File: src/rtl/mcpu_ctrl.sv
// ============================================================================
// Module   : mcpu_ctrl
// Purpose  : Multi-cycle RV32I control FSM (fetch/decode/execute/mem/wb)
// Revision : 1.0  initial release
// ============================================================================
`default_nettype none

module mcpu_ctrl #(
    parameter int WAIT_MIO = 1,
    parameter int ST_W     = 4
) (
    input  logic            clk,
    input  logic            rst,
    input  logic [4:0]      OPcode,
    input  logic [2:0]      Fun3,
    input  logic            Fun7,
    input  logic            Zero,
    input  logic            MIO_ready,
    output logic            PCWrite,
    output logic            IorD,
    output logic            MemRead,
    output logic            MemRW,
    output logic            IRWrite,
    output logic            RegWrite,
    output logic [1:0]      MemtoReg,
    output logic [1:0]      ALUSrcA,
    output logic [1:0]      ALUSrcB,
    output logic [1:0]      PCSource,
    output logic [2:0]      ImmSel,
    output logic [3:0]      ALU_Control,
    output logic            CPU_MIO,
    output logic            inst_done,
    output logic [ST_W-1:0] state
);

    typedef enum logic [3:0] {
        S_IF   = 4'd0,
        S_ID   = 4'd1,
        S_MA   = 4'd2,
        S_MR   = 4'd3,
        S_LWB  = 4'd4,
        S_MW   = 4'd5,
        S_EXR  = 4'd6,
        S_EXI  = 4'd7,
        S_RWB  = 4'd8,
        S_BR   = 4'd9,
        S_JAL  = 4'd10,
        S_JALR = 4'd11,
        S_LUI  = 4'd12
    } state_t;

    state_t state_q, state_d;
    logic   rdy;

    assign rdy   = MIO_ready | (WAIT_MIO == 0);
    assign state = ST_W'(state_q);

    always_ff @(posedge clk or posedge rst) begin
        if (rst) state_q <= S_IF;
        else     state_q <= state_d;
    end

    always_comb begin
        state_d     = state_q;
        PCWrite     = 1'b0;
        IorD        = 1'b0;
        MemRead     = 1'b0;
        MemRW       = 1'b0;
        IRWrite     = 1'b0;
        RegWrite    = 1'b0;
        MemtoReg    = 2'b00;
        ALUSrcA     = 2'b00;
        ALUSrcB     = 2'b00;
        PCSource    = 2'b00;
        ImmSel      = 3'b000;
        ALU_Control = 4'b0010;
        CPU_MIO     = 1'b0;
        inst_done   = 1'b0;

        case (state_q)
            S_IF: begin
                MemRead = 1'b1;
                CPU_MIO = 1'b1;
                ALUSrcB = 2'b01;
                if (rdy) begin
                    IRWrite = 1'b1;
                    PCWrite = 1'b1;
                    state_d = S_ID;
                end
            end
            S_ID: begin
                // OldPC + imm is precomputed here so branches/JAL can use ALUOut
                ALUSrcA = 2'b10;
                ALUSrcB = 2'b10;
                case (OPcode)
                    5'b11000: ImmSel = 3'b010;
                    5'b11011: ImmSel = 3'b011;
                    5'b00101: ImmSel = 3'b100;
                    5'b01000: ImmSel = 3'b001;
                    default:  ImmSel = 3'b000;
                endcase
                case (OPcode)
                    5'b01100: state_d = S_EXR;
                    5'b00100: state_d = S_EXI;
                    5'b00000,
                    5'b01000: state_d = S_MA;
                    5'b11000: state_d = S_BR;
                    5'b11011: state_d = S_JAL;
                    5'b11001: state_d = S_JALR;
                    5'b01101: state_d = S_LUI;
                    5'b00101: state_d = S_RWB;
                    default: begin
                        inst_done = 1'b1;
                        state_d   = S_IF;
                    end
                endcase
            end
            S_MA: begin
                ALUSrcA = 2'b01;
                ALUSrcB = 2'b10;
                ImmSel  = (OPcode == 5'b01000) ? 3'b001 : 3'b000;
                state_d = (OPcode == 5'b01000) ? S_MW : S_MR;
            end
            S_MR: begin
                IorD    = 1'b1;
                MemRead = 1'b1;
                CPU_MIO = 1'b1;
                if (rdy) state_d = S_LWB;
            end
            S_LWB: begin
                RegWrite  = 1'b1;
                MemtoReg  = 2'b01;
                inst_done = 1'b1;
                state_d   = S_IF;
            end
            S_MW: begin
                IorD    = 1'b1;
                MemRW   = 1'b1;
                CPU_MIO = 1'b1;
                if (rdy) begin
                    inst_done = 1'b1;
                    state_d   = S_IF;
                end
            end
            S_EXR: begin
                ALUSrcA = 2'b01;
                state_d = S_RWB;
                case ({Fun3, Fun7})
                    4'b0000: ALU_Control = 4'b0010;
                    4'b0001: ALU_Control = 4'b0110;
                    4'b0010: ALU_Control = 4'b0100;
                    4'b0100: ALU_Control = 4'b0111;
                    4'b0110: ALU_Control = 4'b1000;
                    4'b1000: ALU_Control = 4'b0011;
                    4'b1010: ALU_Control = 4'b0101;
                    4'b1011: ALU_Control = 4'b1101;
                    4'b1100: ALU_Control = 4'b0001;
                    4'b1110: ALU_Control = 4'b0000;
                    default: ALU_Control = 4'b0010;
                endcase
            end
            S_EXI: begin
                ALUSrcA = 2'b01;
                ALUSrcB = 2'b10;
                state_d = S_RWB;
                case (Fun3)
                    3'b000: ALU_Control = 4'b0010;
                    3'b010: ALU_Control = 4'b0111;
                    3'b011: ALU_Control = 4'b1000;
                    3'b100: ALU_Control = 4'b0011;
                    3'b110: ALU_Control = 4'b0001;
                    3'b111: ALU_Control = 4'b0000;
                    3'b001: ALU_Control = 4'b0100;
                    default: ALU_Control = Fun7 ? 4'b1101 : 4'b0101;
                endcase
            end
            S_LUI: begin
                ALUSrcA = 2'b11;
                ALUSrcB = 2'b10;
                ImmSel  = 3'b100;
                state_d = S_RWB;
            end
            S_RWB: begin
                RegWrite  = 1'b1;
                inst_done = 1'b1;
                state_d   = S_IF;
            end
            S_BR: begin
                ALUSrcA     = 2'b01;
                ALU_Control = 4'b0110;
                PCSource    = 2'b01;
                inst_done   = 1'b1;
                state_d     = S_IF;
                case (Fun3)
                    3'b000:  PCWrite = Zero;
                    3'b001:  PCWrite = ~Zero;
                    default: PCWrite = 1'b0;
                endcase
            end
            S_JAL: begin
                PCWrite   = 1'b1;
                PCSource  = 2'b01;
                RegWrite  = 1'b1;
                MemtoReg  = 2'b10;
                inst_done = 1'b1;
                state_d   = S_IF;
            end
            S_JALR: begin
                ALUSrcA   = 2'b01;
                ALUSrcB   = 2'b10;
                PCSource  = 2'b10;
                PCWrite   = 1'b1;
                RegWrite  = 1'b1;
                MemtoReg  = 2'b10;
                inst_done = 1'b1;
                state_d   = S_IF;
            end
            default: state_d = S_IF;
        endcase
    end

endmodule

`default_nettype wire
File: config.mk
export PLATFORM = sky130hd
export DESIGN_NAME = mcpu_ctrl
export DESIGN_NICKNAME = d
export VERILOG_FILES = /design/src/rtl/mcpu_ctrl.sv
export SDC_FILE = /design/constraint.sdc
export NUM_CORES = 1
export LEC_CHECK = 0
export CAP_MARGIN = 20
export CORE_ASPECT_RATIO = 1.25
export CORE_MARGIN = 10
export CORE_UTILIZATION = 45
export CTS_BUF_LIST = sky130_fd_sc_hd__clkbuf_8
export DETAILED_ROUTE_END_ITERATION = 12
export GPL_TIMING_DRIVEN = 0
export PLACE_DENSITY = 0.85
export SLEW_MARGIN = 20
export SYNTH_ARGS = -nofsm -noshare
export SYNTH_HDL_FRONTEND = slang
export SYNTH_SLANG_ARGS = --single-unit
export TNS_END_PERCENT = 50
File: constraint.sdc
create_clock -name clk -period 2.52 [get_ports clk]
set_clock_uncertainty 0.1 [all_clocks]
set_input_delay 0.504 -clock clk [delete_from_list [all_inputs] [get_ports clk]]
set_output_delay 0.504 -clock clk [all_outputs]
set_load 0.02 [all_outputs]
run_1/clk_routes.png
(4 px per micron)
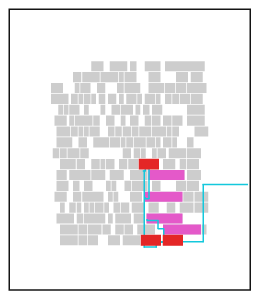
- flip-flops: magenta (count 4)
- clock drivers: red (count 3)
- clock wires: cyan (length 93.5 microns)
- routed clock nets: 4

run_1/detail.png
Window x 32 to 57, y 40 to 65 microns. Cells in gray, sequential cells in the stronger gray; small squares are vias.
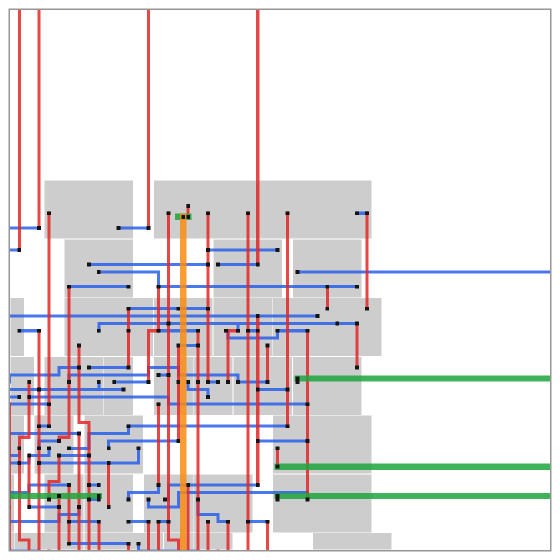
- metal 2: red
- metal 1: blue
- metal 3: green
- metal 4: orange
- sequential cells in the window: 0
- cells with their middle in the window: 24
- most frequent: dlygate4sd2_1 (3), dlymetal6s2s_1 (2)

==> impl_metrics.csv, run 1 <==
group,metric,value,unit
clock_network,ctsResizeCount,59,
clock_network,ctsHoldBuffers,0,
place,dpl_worst_slack,-0.811,ns
final_timing,drv_slew,0,
routing,drt-met1-wl,1200,microns
power,power.internal,0.669,mW
logic_synthesis,synth_flop_count,4,
clock_network,clk_pin_slew,0.03,ns
power,total_power,1.42,mW
routing,met3_length,329,microns
cells_and_area,antenna_cells,0,
cells_and_area,final_nets,192,
power,vdd_ir_drop_max,0.509,mV
clock_network,htree_levels,1,
power,power_switching,0.752,mW
clock_network,cts_tree,"done",
power,p_leak,0.687,nW
floorplanning,fp.dieArea,0.00418,sq mm
floorplanning,dieHeight,69.8,microns
final_timing,worst_pin_slew,0.401,ns
logic_synthesis,async_flop_share,100,%
setup_path,critical_path_peak_fanout,6,
cells_and_area,fill_cells,154,
logic_synthesis,ys_types,49,
final_timing,min_period_over_period,99.8,%
cells_and_area,lay_top_cells,"nor2_1 (16), dlygate4sd2_1 (13), nand2_1 (10)",
logic_synthesis,syn-num-nets,148,
global_route,grt_overflow,0,
global_route,grt_pass1_wl,4810,microns
final_timing,maxSlewHeadroom,73.2,%
routing,met2_length,1400,microns
cells_and_area,drive_above_1_share,22.5,%
routing,detail-route-antenna-nets,0,
power,p_per_area,1030,mW/mm^2
final_timing,fin_hold_ws,0.373,ns
cells_and_area,fin_cells,192,
setup_path,worst_setup_path_start_kind,"input port",
place,dp_cells,188,
cells_and_area,layout.cells.most_common,"nor2_1",
clock_network,cts_buffers,3,
clock_network,cts_max_path_buffers,2,
logic_synthesis,syn-instance-count,131,
logic_synthesis,ys_chip_area,893,sq um
power,switching_share,52.9,%
power,pwr-share-seq,9.8,%
status,status,"complete, no violations",
routing,drt_wl_total,2990,microns
power,pwr-share-clk,9.3,%
setup_path,worstPathRequired,1.92,ns
clock_network,post-cts-setup-buffer-count,1,
power,p_comb_share,80.9,%
floorplanning,core_util_floorplan,48.8,%
final_timing,setup_viol,0,
logic_synthesis,synth_area,893,sq um
cells_and_area,areaGrowthSynthToFinish,55.0,%
final_timing,grt_setup_unrepaired,"yes",
place,gp_congestion,0.895,
cells_and_area,combGateArea,733,sq um
global_route,first_global_vias,1086,
global_route,antenna_found_initial,0,
setup_path,worstSetupEndpointType,"output pin",
cells_and_area,register_area,103,sq um
global_route,grt_max_degree,11,
setup_path,critPathArrivalTime,1.91,ns
logic_synthesis,edf_count,0,
setup_path,slowest_delay,0.50,ns
place,numPortBuffers,38,
floorplanning,rows,17,
floorplanning,core_area,0.00183,sq mm
job,warnings,31,
logic_synthesis,syn-mean-instance-area,6.82,sq um
routing,remaining_drc_errors,0,
routing,num_vias,1129,
setup_path,worst-setup-path-type,"input port to output pin",
final_timing,post-route-min-period,2.52,ns
final_timing,fin_ws,0.00471,ns
routing,top_layer,"met4",
final_timing,hold_violations,0,
clock_network,clkSinkCount,4,
global_route,track_usage,13.7,%
setup_path,slowest_stage,"or3_2",
job,maxCapViolations,0,
place,post-dp-hpwl,2320,microns
routing,drt-initial-drc-count,51,
logic_synthesis,ys_seq_share,11.2,%
run_1/layer_met1.png
(4 px per micron)
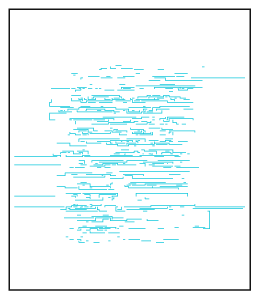
- wire length on this layer: 1,200 microns
- nets with wire on the layer: 162
- longest straight run: 17.5 microns
- share of all routed wire: 40%

run_1/congestion.png
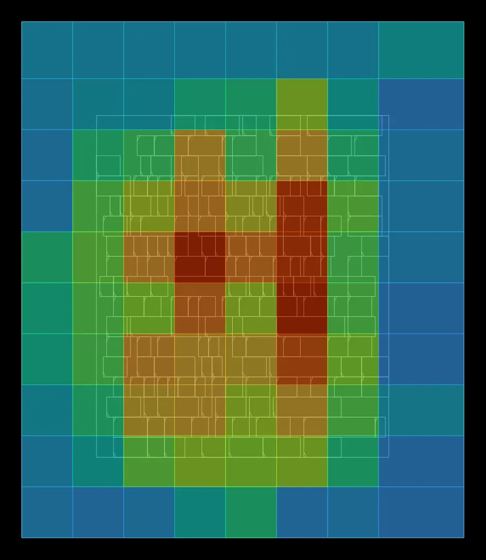
utilization after layout: 75.7%
met1 Usage GRT: 14.7%
post-DR wirelength/cell: 15.6 microns

[run 1: power by group through the flow]
| stage | logic, mW | clock network (mW) | registers [mW] |
|---|---|---|---|
| 2_1_floorplan | 0.689 | 0 | 0.154 |
| 3_3_place_gp | 1.20 | 0 | 0.131 |
| 3_5_place_dp | 1.21 | 0 | 0.133 |
| 4_1_cts | 1.16 | 0.134 | 0.135 |
| 5_1_grt | 1.24 | 0.142 | 0.145 |
| 6_report | 1.15 | 0.132 | 0.140 |
[run 1: layer usage]
layer	vias up	GRT usage [%]
met5	-	0
met4	0	4.98
met3	8	6.03
met2	46	22.5
met1	513	14.7
li1	562	-
[run 1: cells by family (layout without fill, tap and decap cells)]
| group | count (synthesis) | in the layout | synth area share, % |
|---|---|---|---|
| multiplexers | 2 | 2 | 2.24 |
| buffers and inverters | 17 | 59 | 9.80 |
| adder cells (fa/ha/maj) | 4 | 4 | 5.60 |
| AND-OR/OR-AND | 37 | 37 | 30.3 |
| XOR/XNOR | 3 | 3 | 2.94 |
| AND/OR/NAND/NOR | 64 | 64 | 38.0 |
| flip-flops | 4 | 4 | 11.2 |
[run 1: synthesized netlist by cell type (3+ instances only)]
| cell type | count | area, sq um |
|---|---|---|
| nand2_1 | 10 | 37.5 |
| nor3_1 | 3 | 15.0 |
| nand2b_1 | 8 | 50.1 |
| a21oi_1 | 8 | 40.0 |
| dfrtp_1 | 4 | 100 |
| nor2b_1 | 3 | 18.8 |
| inv_1 | 7 | 26.3 |
| o21ai_0 | 5 | 25.0 |
| nor2_1 | 19 | 71.3 |
| ha_1 | 4 | 50.1 |
| buf_2 | 3 | 15.0 |
| nor4_1 | 3 | 18.8 |
| nand3_1 | 3 | 15.0 |
| a31oi_1 | 6 | 37.5 |
| o21a_1 | 3 | 22.5 |
[run 1: layout make-up]
type / count / share of cell area, %
multi-input combinational: 110 / 52.9
timing repair buffer: 39 / 26.9
sequential: 4 / 7.41
buffer: 10 / 6.14
clock buffer: 3 / 2.98
inverter: 7 / 1.90
tap: 19 / 1.72
[run 1: metrics by stage]
| step | instance area, sq um | setup TNS, ns |
|---|---|---|
| after floorplan | 900 | 0 |
| after global placement | 1300 | -4.62 |
| after detailed placement | 1300 | -4.95 |
| after CTS | 1340 | -0.109 |
| after global routing | 1390 | -0.0545 |
| final | 1390 | 0 |
[run 1: final timing paths]
check | start | endpoint | slack, ns | cells past startpoint
max | OPcode[1] | ImmSel[0] | 0.005 | 6
min | rst | state[1]$_DFFE_PP0P_ | 0.37 | 2
max reg2reg | state[1]$_DFFE_PP0P_ | state[2]$_DFFE_PP0P_ | 1.01 | 3
min reg2reg | state[3]$_DFFE_PP0P_ | state[0]$_DFFE_PP0P_ | 0.59 | 2
max in group asynchronous | rst | state[0]$_DFFE_PP0P_ | 1.79 | 2
min in group clk | state[3]$_DFFE_PP0P_ | state[0]$_DFFE_PP0P_ | 0.59 | 2
[run 1: critical path, delay by kind of cell]
kind	cells	cell delay, ns
compound gates	2	0.20
buf+inv	2	0.54
simple gates	2	0.67
--- run 2 (diff from run 1) ---
Settings changed: CTS_CLUSTER_SIZE from default to 8.
run_2/clk_routes.png
(4 px per micron)
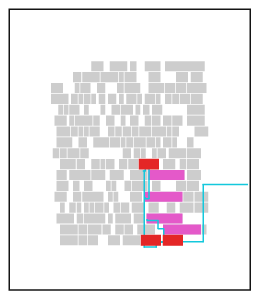
- flip-flops: magenta (count 4)
- clock drivers: red (count 3)
- clock wires: cyan (length 93.5 microns)
- routed clock nets: 4

run_2/layer_met1.png
(4 px per micron)
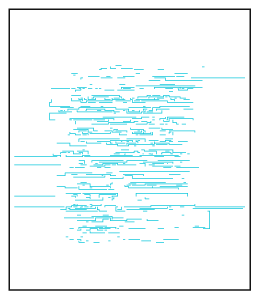
- main direction: horizontal
- longest straight run: 17.5 microns
- wire length on this layer: 1,200 microns
- share of all routed wire: 40%
DR vias: 1,129
total wire length: 2990 microns

==> run 2 against run 1 <==
Net effect: sequential share of layout area did not move; highest routed layer unchanged; sequential power barely moved; worst setup slack did not move; fmax did not move; wire length did not move; die area did not move.
==> impl_metrics.csv, run 2 <==
group,metric,value,unit
status,status,"complete, no violations",
final_timing,worst_pin_slew,0.401,ns
routing,drt-initial-drc-count,51,
cells_and_area,fin_util,75.7,%
global_route,grt_overflow,0,
clock_network,clkSinkCount,4,
cells_and_area,combGateArea,733,sq um
global_route,first_global_vias,1086,
logic_synthesis,ys_chip_area,893,sq um
power,vdd_ir_drop_max,0.509,mV
final_timing,min_period_over_period,99.8,%
power,p_leak,0.687,nW
floorplanning,fp.dieArea,0.00418,sq mm
final_timing,setup_viol,0,
logic_synthesis,top_cell,"nor2_1",
logic_synthesis,syn-instance-count,131,
cells_and_area,layout.cells.most_common,"nor2_1",
logic_synthesis,top_cells_by_area,"dfrtp_1 (11%), nor2_1 (8.0%), ha_1 (5.6%)",
logic_synthesis,synth_area_leader_cell,"dfrtp_1",
setup_path,worst-setup-path-type,"input port to output pin",
clock_network,cts_tree,"done",
logic_synthesis,ys_seq_share,11.2,%
setup_path,worst_setup_path_start_kind,"input port",
final_timing,fin_hold_ws,0.373,ns
global_route,grt_pass1_wl,4810,microns
final_timing,hold_violations,0,
floorplanning,dieHeight,69.8,microns
logic_synthesis,ys_cells,131,
clock_network,cts_buffers,3,
logic_synthesis,edf_count,0,
clock_network,cts_max_path_buffers,2,
power,p_per_area,1030,mW/mm^2
job,warnings,31,
global_route,antenna_found_initial,0,
setup_path,slowest_delay,0.50,ns
floorplanning,core_util_floorplan,48.8,%
floorplanning,core_area,0.00183,sq mm
routing,post_drt_wl_per_cell,15.6,microns
floorplanning,io-pin-count,40,
logic_synthesis,synth_area,893,sq um
logic_synthesis,async_flop_share,100,%
cells_and_area,antenna_cells,0,
power,total_power,1.42,mW
routing,remaining_drc_errors,0,
routing,detail-route-antenna-nets,0,
setup_path,critical-path-top-delay-family,"simple AND/OR/NAND/NOR gates",
setup_path,worst-path-buf-inv,2,
final_timing,grt_setup_unrepaired,"yes",
place,post-dp-hpwl,2320,microns
setup_path,slowest_stage,"or3_2",
setup_path,worstPathRequired,1.92,ns
cells_and_area,drive_above_1_share,22.5,%
setup_path,worstSetupEndpointType,"output pin",
logic_synthesis,ys_types,49,
job,maxCapViolations,0,
logic_synthesis,yosys-top-cells-count,"nor2_1 (19), nand2_1 (10), a21oi_1 (8), nand2b_1 (8), inv_1 (7)",
routing,dr.pass1.iters,4,
clock_network,htree_levels,1,
final_timing,maxSlewHeadroom,73.2,%
setup_path,critical_path_peak_fanout,6,
final_timing,fin_ws,0.00471,ns
logic_synthesis,syn-mean-instance-area,6.82,sq um
clock_network,clk_pin_slew,0.03,ns
final_timing,post-route-min-period,2.52,ns
cells_and_area,fill_cells,154,
cells_and_area,areaGrowthSynthToFinish,55.0,%
cells_and_area,lay_top_cells,"nor2_1 (16), dlygate4sd2_1 (13), nand2_1 (10)",
logic_synthesis,synth_top_area_share,11.2,%
final_timing,setup-tns-final,0,ns
global_route,track_usage,13.7,%
cells_and_area,final_nets,192,
logic_synthesis,synth_flop_count,4,
cells_and_area,register_area,103,sq um
final_timing,drv_slew,0,
place,dpl_worst_slack,-0.811,ns
setup_path,critPathArrivalTime,1.91,ns
logic_synthesis,syn-num-nets,148,
floorplanning,fp.dieW,59.9,microns
place,numPortBuffers,38,
global_route,grt_max_degree,11,
place,gp_congestion,0.895,
floorplanning,rows,17,
run_2/logic_types.png
(4 px per micron)
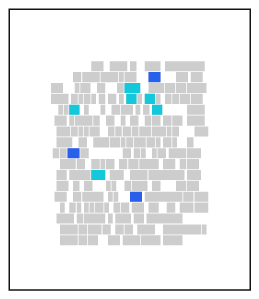
- XOR/XNOR gates: blue (cells 3; most used xor2_1)
- AND-OR and OR-AND gates: cyan (cells 6; most used o21a_1)

[run 2: cell counts after synthesis]
No cell type changed its count.
[run 2: repair_timing]
item	in CTS	in global routing
gates resized	59	23
pin swaps	0	2
endpoints found under the setup margin	19	13
buffers inserted	1	0
hold buffers	0	0
[run 2: per-layer routing]
metal,share of wire [%],vias up,GRT usage (%),wire [microns]
met1,40,513,14.7,1200
met3,11,8,6.03,329
met5,0,-,0,0
met2,47,46,22.5,1400
met4,2.0,0,4.98,59
li1,-,562,-,-
[run 2: power by group]
| part | leakage (nW) | internal (mW) | total [mW] | switching [mW] |
|---|---|---|---|---|
| Combinational | 0.616 | 0.474 | 1.15 | 0.675 |
| Sequential | 0.0503 | 0.0933 | 0.140 | 0.0462 |
| Clock | 0.0216 | 0.102 | 0.132 | 0.0305 |
| Total | 0.687 | 0.669 | 1.42 | 0.752 |
[run 2: metrics by stage]
stage,area (sq um),instances
detailed placement,1300,188
finish,1390,192
global route,1390,192
floorplan,900,131
global placement,1300,188
CTS,1340,192
[run 2: logic make-up (layout without fill, tap and decap cells)]
logic type,after synthesis,count (layout),share of synthesized area [%]
mux,2,2,2.24
buf+inv,17,59,9.80
simple gates,64,64,38.0
fa+ha+maj,4,4,5.60
compound gates,37,37,30.3
xor+xnor,3,3,2.94
flops,4,4,11.2
[run 2: final cells by class]
class	count	share of cell area, %
inverters	7	1.90
well taps	19	1.72
repair buffers	39	26.9
multi-input cells	110	52.9
plain buffers	10	6.14
flip-flops and latches	4	7.41
clock buffers	3	2.98
[run 2: worst paths after layout]
path,from,to,slack (ns),cells after the start
max,OPcode[1],ImmSel[0],0.005,6
min,rst,state[1]$_DFFE_PP0P_,0.37,2
max reg2reg,state[1]$_DFFE_PP0P_,state[2]$_DFFE_PP0P_,1.01,3
min reg2reg,state[3]$_DFFE_PP0P_,state[0]$_DFFE_PP0P_,0.59,2
max in group asynchronous,rst,state[0]$_DFFE_PP0P_,1.79,2
min in group clk,state[3]$_DFFE_PP0P_,state[0]$_DFFE_PP0P_,0.59,2
--- run 3 (diff from run 2) ---
Settings changed: GPL_TIMING_DRIVEN 0 to default.
run_3/clk_routes.png
(4 px per micron)
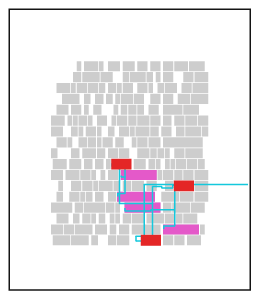
- clock drivers: red (count 3)
- flip-flops: magenta (count 4)
- clock wires: cyan (length 127 microns)
- routed clock nets: 4

run_3/detail.png
Window x 32 to 57, y 40 to 65 microns. Cells in gray, sequential cells in the stronger gray; small squares are vias.
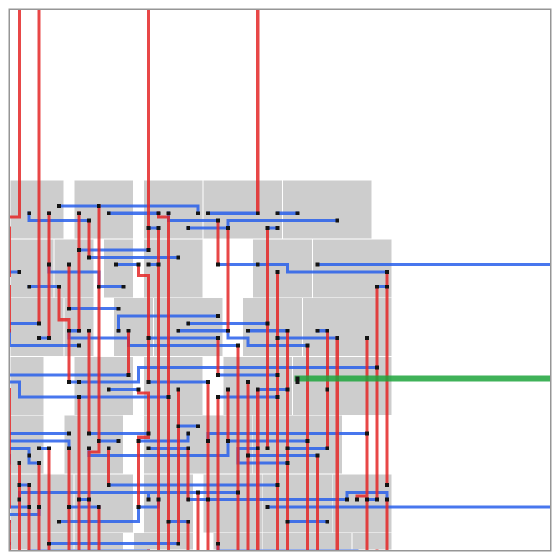
- metal 2: red
- metal 1: blue
- metal 3: green
- most frequent: buf_4 (10)
- sequential cells in the window: 0
- cells with their middle in the window: 31

==> run 3 against run 2 <==
Net effect: the flow now finishes with violations (negative setup slack); synthesized area is the same; final cell count increased by 12%; hold slack worse by 0.0085 ns; via count increased by 11%; synthesized cell count unchanged; non-clock buffer count rose by 23; sequential power barely moved; total power grew 7.8%; largest cell class unchanged.
==> impl_metrics.csv, run 3 <==
group,metric,value,unit
power,power.internal,0.741,mW
cells_and_area,layout.cells.most_common,"buf_4",
clock_network,cts_max_path_buffers,2,
final_timing,maxSlewHeadroom,81.0,%
clock_network,root_buffer,"clkbuf_8",
floorplanning,dieHeight,69.8,microns
logic_synthesis,ys_cells,131,
floorplanning,core_area,0.00183,sq mm
power,p_leak,0.758,nW
logic_synthesis,synth_flop_count,4,
final_timing,fmax,397,MHz
floorplanning,core_util_floorplan,48.8,%
power,power_switching,0.791,mW
global_route,grt_pass1_wl,5830,microns
power,pwr-share-seq,9.3,%
clock_network,cts_tree,"done",
routing,detail-route-antenna-nets,0,
logic_synthesis,syn-num-nets,148,
routing,num_vias,1254,
final_timing,fin_ws,-0.000912,ns
floorplanning,fp.dieArea,0.00418,sq mm
logic_synthesis,ys_seq_share,11.2,%
setup_path,critical_path_peak_fanout,2,
final_timing,hold_violations,0,
place,post-dp-hpwl,2780,microns
floorplanning,io-pin-count,40,
final_timing,fin_hold_ws,0.365,ns
clock_network,clkSinkCount,4,
setup_path,r2r-start,"state[1]$_DFFE_PP0P_",
cells_and_area,fin_util,84.7,%
clock_network,cts_buffers,3,
floorplanning,fp.dieW,59.9,microns
cells_and_area,antenna_cells,0,
clock_network,clk_latency,0.22,ns
power,vdd_ir_drop_max,0.523,mV
logic_synthesis,ys_chip_area,893,sq um
logic_synthesis,yosys_most_used_dff,"dfrtp_1",
logic_synthesis,yosys-top-cells-count,"nor2_1 (19), nand2_1 (10), a21oi_1 (8), nand2b_1 (8), inv_1 (7)",
cells_and_area,final_nets,215,
logic_synthesis,async_flop_share,100,%
job,warnings,31,
cells_and_area,largest_reg_flops,4,
routing,remaining_drc_errors,0,
status,status,"finished, violations left",
global_route,antenna_found_initial,0,
clock_network,clk_pin_slew,0.03,ns
setup_path,r2r_cells,6,
final_timing,worst_pin_slew,0.283,ns
setup_path,critPathArrivalTime,1.92,ns
setup_path,worst_setup_path_start_kind,"input port",
routing,dr.pass1.iters,4,
power,p_comb_share,81.6,%
final_timing,grt_setup_unrepaired,"yes",
setup_path,worstPathRequired,1.92,ns
place,placed_area,0.00151,sq mm
power,p_per_area,989,mW/mm^2
logic_synthesis,edf_count,0,
global_route,track_usage,16.7,%
clock_network,htree_levels,1,
routing,drt_wl_total,3570,microns
routing,post_drt_wl_per_cell,16.6,microns
global_route,grt_overflow,0,
logic_synthesis,top_cells_by_area,"dfrtp_1 (11%), nor2_1 (8.0%), ha_1 (5.6%)",
logic_synthesis,synth_area,893,sq um
setup_path,crit_chain,"clkdlybuf4s50_1 -> or3_4 -> a21oi_2 -> a31oi_1 -> nor4_1 -> buf_2",
cells_and_area,stdcell_area,0.00155,sq mm
place,numPortBuffers,39,
logic_synthesis,synth_area_leader_cell,"dfrtp_1",
power,total_power,1.53,mW
logic_synthesis,syn-instance-count,131,
floorplanning,rows,17,
cells_and_area,areaGrowthSynthToFinish,73.5,%
setup_path,worstSetupEndpointType,"output pin",
final_timing,post-route-min-period,2.52,ns
job,maxCapViolations,0,
global_route,grt_max_degree,20,
routing,avgViaCountPerCell,5.83,
global_route,first_global_vias,1290,
setup_path,slowest_delay,0.44,ns
routing,drt-initial-drc-count,72,
final_timing,min_period_over_period,100,%
cells_and_area,drive_above_1_share,29.6,%
logic_synthesis,yosysWarnings,0,
power,pwr-share-clk,9.1,%
final_timing,setup-tns-final,-0.000912,ns
logic_synthesis,synth_top_area_share,11.2,%
logic_synthesis,syn-mean-instance-area,6.82,sq um
final_timing,drv_slew,0,
place,gp_congestion,0.929,
cells_and_area,lay_top_cells,"buf_4 (33), nor2_1 (18), dlygate4sd2_1 (13), clkdlybuf4s50_1 (13), nand2_1 (10)",
power,switching_share,51.6,%
setup_path,r2r_end,"state[2]$_DFFE_PP0P_",
hold_path,worstHoldPathType,"input port to asynchronous set/reset pin",
setup_path,slowest_stage,"clkdlybuf4s50_1",
setup_path,worst-setup-path-type,"input port to output pin",
final_timing,setup_viol,1,
status,violations,"negative setup slack",
cells_and_area,fill_cells,120,
setup_path,reg2reg_slack,0.83,ns
logic_synthesis,top_cell,"nor2_1",
logic_synthesis,ys_types,49,
run_3/logic_types.png
(4 px per micron)
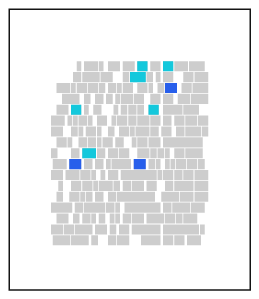
- XOR/XNOR gates: blue (cells 3; most used xor2_1)
- AND-OR and OR-AND gates: cyan (cells 6; most used o21a_1)

==> run 3: netlist changes by cell type in the layout (fill, tap and decap cells not counted), moves of 2 or more <==
| cell | change |
|---|---|
| dlymetal6s2s_1 | -4 |
| clkbuf_4 | -2 |
| nor2_1 | +2 |
| nor2_2 | -2 |
| clkdlybuf4s15_2 | -3 |
| clkdlybuf4s50_1 | +6 |
| buf_2 | -2 |
| buf_4 | +29 |
==> run 3: final cells by class <==
class	instances	area (sq um)	share of cell area (%)
tap	19	23.8	1.53
sequential	4	101	6.54
inverter	7	26.3	1.69
clock buffer	3	41.3	2.66
timing repair buffer	72	622	40.1
multi-input combinational	110	736	47.5
==> run 3: repair_timing <==
action / in CTS / in global routing
setup buffers: 0 / 1
resized: 51 / 17
pin swaps: 1 / 3
hold buffers: 0 / 0
endpoints found under the setup margin: 17 / 13
==> run 3: critical path: cells and delay by family <==
kind | cells | cell delay [ns]
simple gates | 2 | 0.56
compound gates | 2 | 0.20
buf+inv | 2 | 0.65
==> run 3: cell families after synthesis <==
family | synth area share [%]
AND-OR/OR-AND | 30.3
buffers and inverters | 9.80
flip-flops | 11.2
AND/OR/NAND/NOR | 38.0
XOR/XNOR | 2.94
multiplexers | 2.24
adder cells (fa/ha/maj) | 5.60
==> run 3: how the worst max path moves through the flow <==
| stage | from | slack, ns | end | cells past startpoint |
|---|---|---|---|---|
| after global placement | OPcode[4] | -0.49 | ImmSel[0] | 6 |
| after CTS | state[0]$_DFFE_PP0P_ | -0.09 | IRWrite | 4 |
| after floorplan | state[1]$_DFFE_PP0P_ | 0.09 | IRWrite | 3 |
| final | OPcode[1] | -0.0009 | ImmSel[0] | 6 |
| after detailed placement | Fun3[2] | -0.57 | ALU_Control[3] | 7 |
| after global routing | OPcode[1] | -0.03 | ImmSel[0] | 6 |
==> run 3: power by group through the flow <==
stage | Sequential, mW | Clock (mW) | Combinational [mW]
CTS | 0.139 | 0.140 | 1.24
global route | 0.147 | 0.145 | 1.35
floorplan | 0.154 | 0 | 0.689
global placement | 0.138 | 0 | 1.29
finish | 0.143 | 0.139 | 1.25
detailed placement | 0.140 | 0 | 1.31
==> run 3: through the flow <==
stage	cells	setup slack, ns
detailed placement	211	-0.565
global placement	211	-0.495
CTS	214	-0.0867
finish	215	-0.000912
floorplan	131	0.0873
global route	215	-0.0329
==> run 3: routing by layer <==
layer,track usage [%],part of all wire (%),vias to the layer above
met5,0,0,-
met4,5.22,0.95,0
met3,5.85,7.6,6
met2,29.3,52,45
met1,17.3,39,594
li1,-,-,609
No activity file was given, so power comes from the tool's default toggle rates.
